Register map, names as in the netlist:
Bar = 200 um. Other sequential cells in the stronger grey, the rest of the logic in the fainter grey.
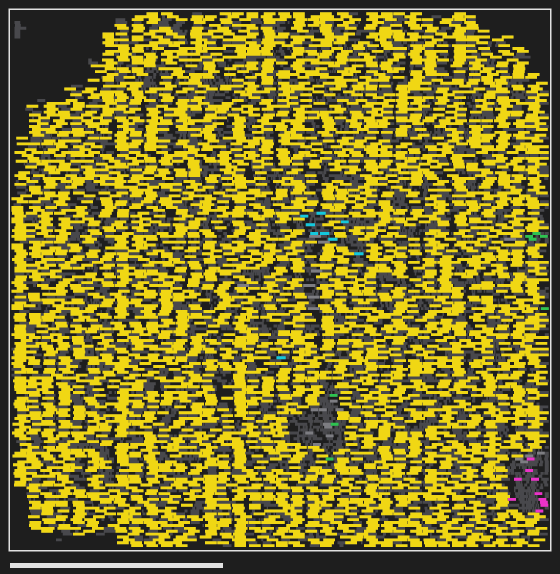
Placed standard cells:
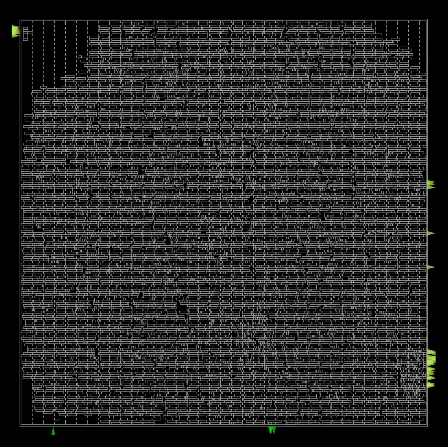
Design tape_stream_fifo, sky130hd; sources not shown.
==> out/metrics.yaml <==
yosys:
  netlist_instances: 7710
  ys_sh_xor_pct: 0.1140
  edf_count: 4104
  avgSynthCellArea_sq_um: 20.93
  ff_type: "edfxtp_1"
  ys.flops: 4144
  seq_area_frac_synth_pct: 76.85
  synthDistinctLibCells: 86
  simple_gate_share_pct: 2.778
  yosys_cells: 7710
  syn_nets: 7741
  synthesis.area_sq_mm: 0.1614
  synthAdderAreaFrac_pct: 0.1488
  async_flop_share_pct: 0
floorplan:
  std_cell_rows: 185
  fp_util_pct: 63.44
  pin_count: 37
  dieArea_sq_mm: 0.2582
  dieHeight_um: 508.1
  die_width_um: 508.1
timing:
  slew_viol_final: 0
  timing.setup.tns_ns: 0
  worstMarginPinSlew_ns: 1.265
  layout_setup_ws_ns: 0.01612
  timing_hold_violations_final: 0
  setup_violations: 0
  whs_ns: 0.3444
  fmax_mhz: 209.0
  fin_crit_ns: 4.784
  rsz0062_at_grt: "no"
clocking:
  cts_root_buffer: "clkbuf_16"
  cts_htree_levels: 5
  cts_setup_buffers: 0
  numCtsBuffers: 416
  ctsHoldBuffers: 0
  cts_resized: 0
  cts_buffer_depth: 4
  path_clk_slew_ns: 0.07
detailed_routing:
  drtIter0Drc: 13751
  vias: 86506
  antenna_left: 0
  first_pass_iters: 8
  wl_per_cell_um: 37.28
  vias_per_cell: 7.002
  remaining_drc_errors: 0
finish:
  final_cell_area_sq_mm: 0.1851
  layout_top_cells: "edfxtp_1 (4,104), mux4_2 (920), buf_4 (849)"
setup_path:
  crit_path_top_delay_cell: "dfxtp_4"
  crit_required_ns: 5.36
  worstPathBufferInverterCount: 2
  reg2reg_depth: 9
  cp-end-kind: "flop"
  crit_family: "AND-OR/OR-AND gates"
  worst_setup_path_start_kind: "flop"
  cp_common_cell: "mux4_2"
  crit_chain: "buf_12, buf_4, mux4_2, mux4_2, nand2_1, a21oi_1, a2111oi_0, a211oi_1, o22a_1"
  crit_cells: 9
  path_max_fanout: 25
power:
  peakVddDrop_mv: 0.4260
  p_sw_mw: 21.28
  swShare_pct: 25.00
  leakage_nw: 59.23
  p_comb_share_pct: 15.8
  power.density_mw_per_mm2: 459.9
status:
  status: "finished clean"
placed_design:
  gp_congestion: 0.9116
  dp_hpwl_um: 291500
  dp_worst_setup_slack_ns: 0.05277
  place_area_sq_mm: 0.1719
job:
  drv_cap: 0
global_routing:
  grt_pass1_wl_um: 647600
  grtUsageTotal_pct: 36.29
  grt_antenna_before_repair: 20
  grt_max_degree: 137
  gr-total-overflow: 0
  grt_pass1_vias: 84889
min_path:
  holdCritPathClass: "flop to flop"
-- 'register map, names as in the netlist' (at the start) --
g_fwft.rd_ptr_q -> cyan  # flops 9, where centre
q -> green  # flops 8
mem -> yellow  # flops 4,096, where all over the die
level -> magenta  # flops 10, where south-east
Final Core Density: 72.75%
sequential cell area share: 67.03%
P_seq: 40.1 mW
Storage cell area: 0.1241 sq mm

-- 'placed standard cells' (at the start) --
num sequential: 4,144
tap cells: 3,366
fin cells: 12,355
core area: 0.2544 sq mm
fill count: 14,557

routing by layer:
layer	global-route usage [%]	up-vias	wire length (um)
li1	-	34071	-
met3	8.685	1126	58110
met1	50.57	44826	162700
met4	18.76	22	27940
met2	54.35	6461	211600
met5	0	-	168
final cells by class:
| type | count | area, sq um | area share [%] |
|---|---|---|---|
| diodes | 11 | 27.53 | 0.01487 |
| clock buffers | 506 | 10900 | 5.888 |
| clock inverters | 242 | 2186 | 1.181 |
| inverters | 20 | 88.84 | 0.04800 |
| multi-input cells | 3076 | 34730 | 18.77 |
| flip-flops and latches | 4144 | 124100 | 67.03 |
| well taps | 3366 | 4212 | 2.276 |
| repair buffers | 990 | 8866 | 4.791 |
synthesized netlist by cell type (7+ instances only):
cell type / n / share of area, %
inv_1: 17 / 0.040
a31oi_1: 15 / 0.058
xnor2_1: 10 / 0.054
or2_2: 8 / 0.031
nor2_1: 625 / 1.5
a211o_1: 7 / 0.038
nand3_1: 54 / 0.17
nand2_1: 213 / 0.50
nor4_1: 11 / 0.043
nor2b_1: 28 / 0.11
nand4_1: 24 / 0.093
xor2_1: 11 / 0.060
buf_1: 24 / 0.056
mux4_2: 920 / 13
mux2i_1: 278 / 1.7
a2111oi_0: 7 / 0.038
dfxtp_1: 40 / 0.50
buf_2: 102 / 0.32
o211ai_1: 10 / 0.047
a22oi_1: 120 / 0.56
a21o_1: 7 / 0.033
a21oi_1: 152 / 0.47
o21ai_0: 66 / 0.20
a22o_1: 26 / 0.14
and3_1: 15 / 0.058
a221o_1: 12 / 0.074
buf_6: 49 / 0.34
buf_8: 14 / 0.13
a221oi_1: 49 / 0.27
nand2b_1: 13 / 0.050
mux2_2: 41 / 0.29
buf_4: 63 / 0.29
mux4_1: 23 / 0.37
a2bb2oi_1: 7 / 0.038
nor3_1: 28 / 0.087
o221ai_1: 60 / 0.33
clkbuf_1: 211 / 0.49
edfxtp_1: 4104 / 76
o22ai_1: 72 / 0.28
nand3b_1: 7 / 0.033
or3_1: 7 / 0.027
a211oi_1: 39 / 0.18
ha_1: 16 / 0.12
through the flow:
step                      power, mW  utilization, %  std cells
final                         85.11           72.75      12355
after global routing          86.99           72.74      12346
after CTS                     85.16           72.73      12342
after detailed placement      54.19           67.59      11594
after global placement        54.07           67.58      11593
after floorplan               49.08               -       7710
power by group through the flow:
| stage | clock (mW) | sequential [mW] | combinational (mW) |
|---|---|---|---|
| floorplan | 0 | 40.7 | 8.42 |
| global placement | 0 | 40.9 | 13.2 |
| detailed placement | 0 | 40.9 | 13.3 |
| CTS | 31.7 | 40.1 | 13.4 |
| global route | 33.0 | 40.1 | 13.9 |
| finish | 31.5 | 40.1 | 13.5 |
worst reg2reg max path: cells and delay by family (launching register included):
family          cells  cell delay, ns
mux                 2            1.06
flops               1            0.93
buf+inv             2            0.76
compound gates      4            1.53
simple gates        1            0.09
kinds of logic after synthesis:
group,Yosys count
flops,4144
mux,1262
simple gates,1059
compound gates,716
buf+inv,490
xor+xnor,21
fa+ha+maj,18
Power and IR drop assume default switching activity.
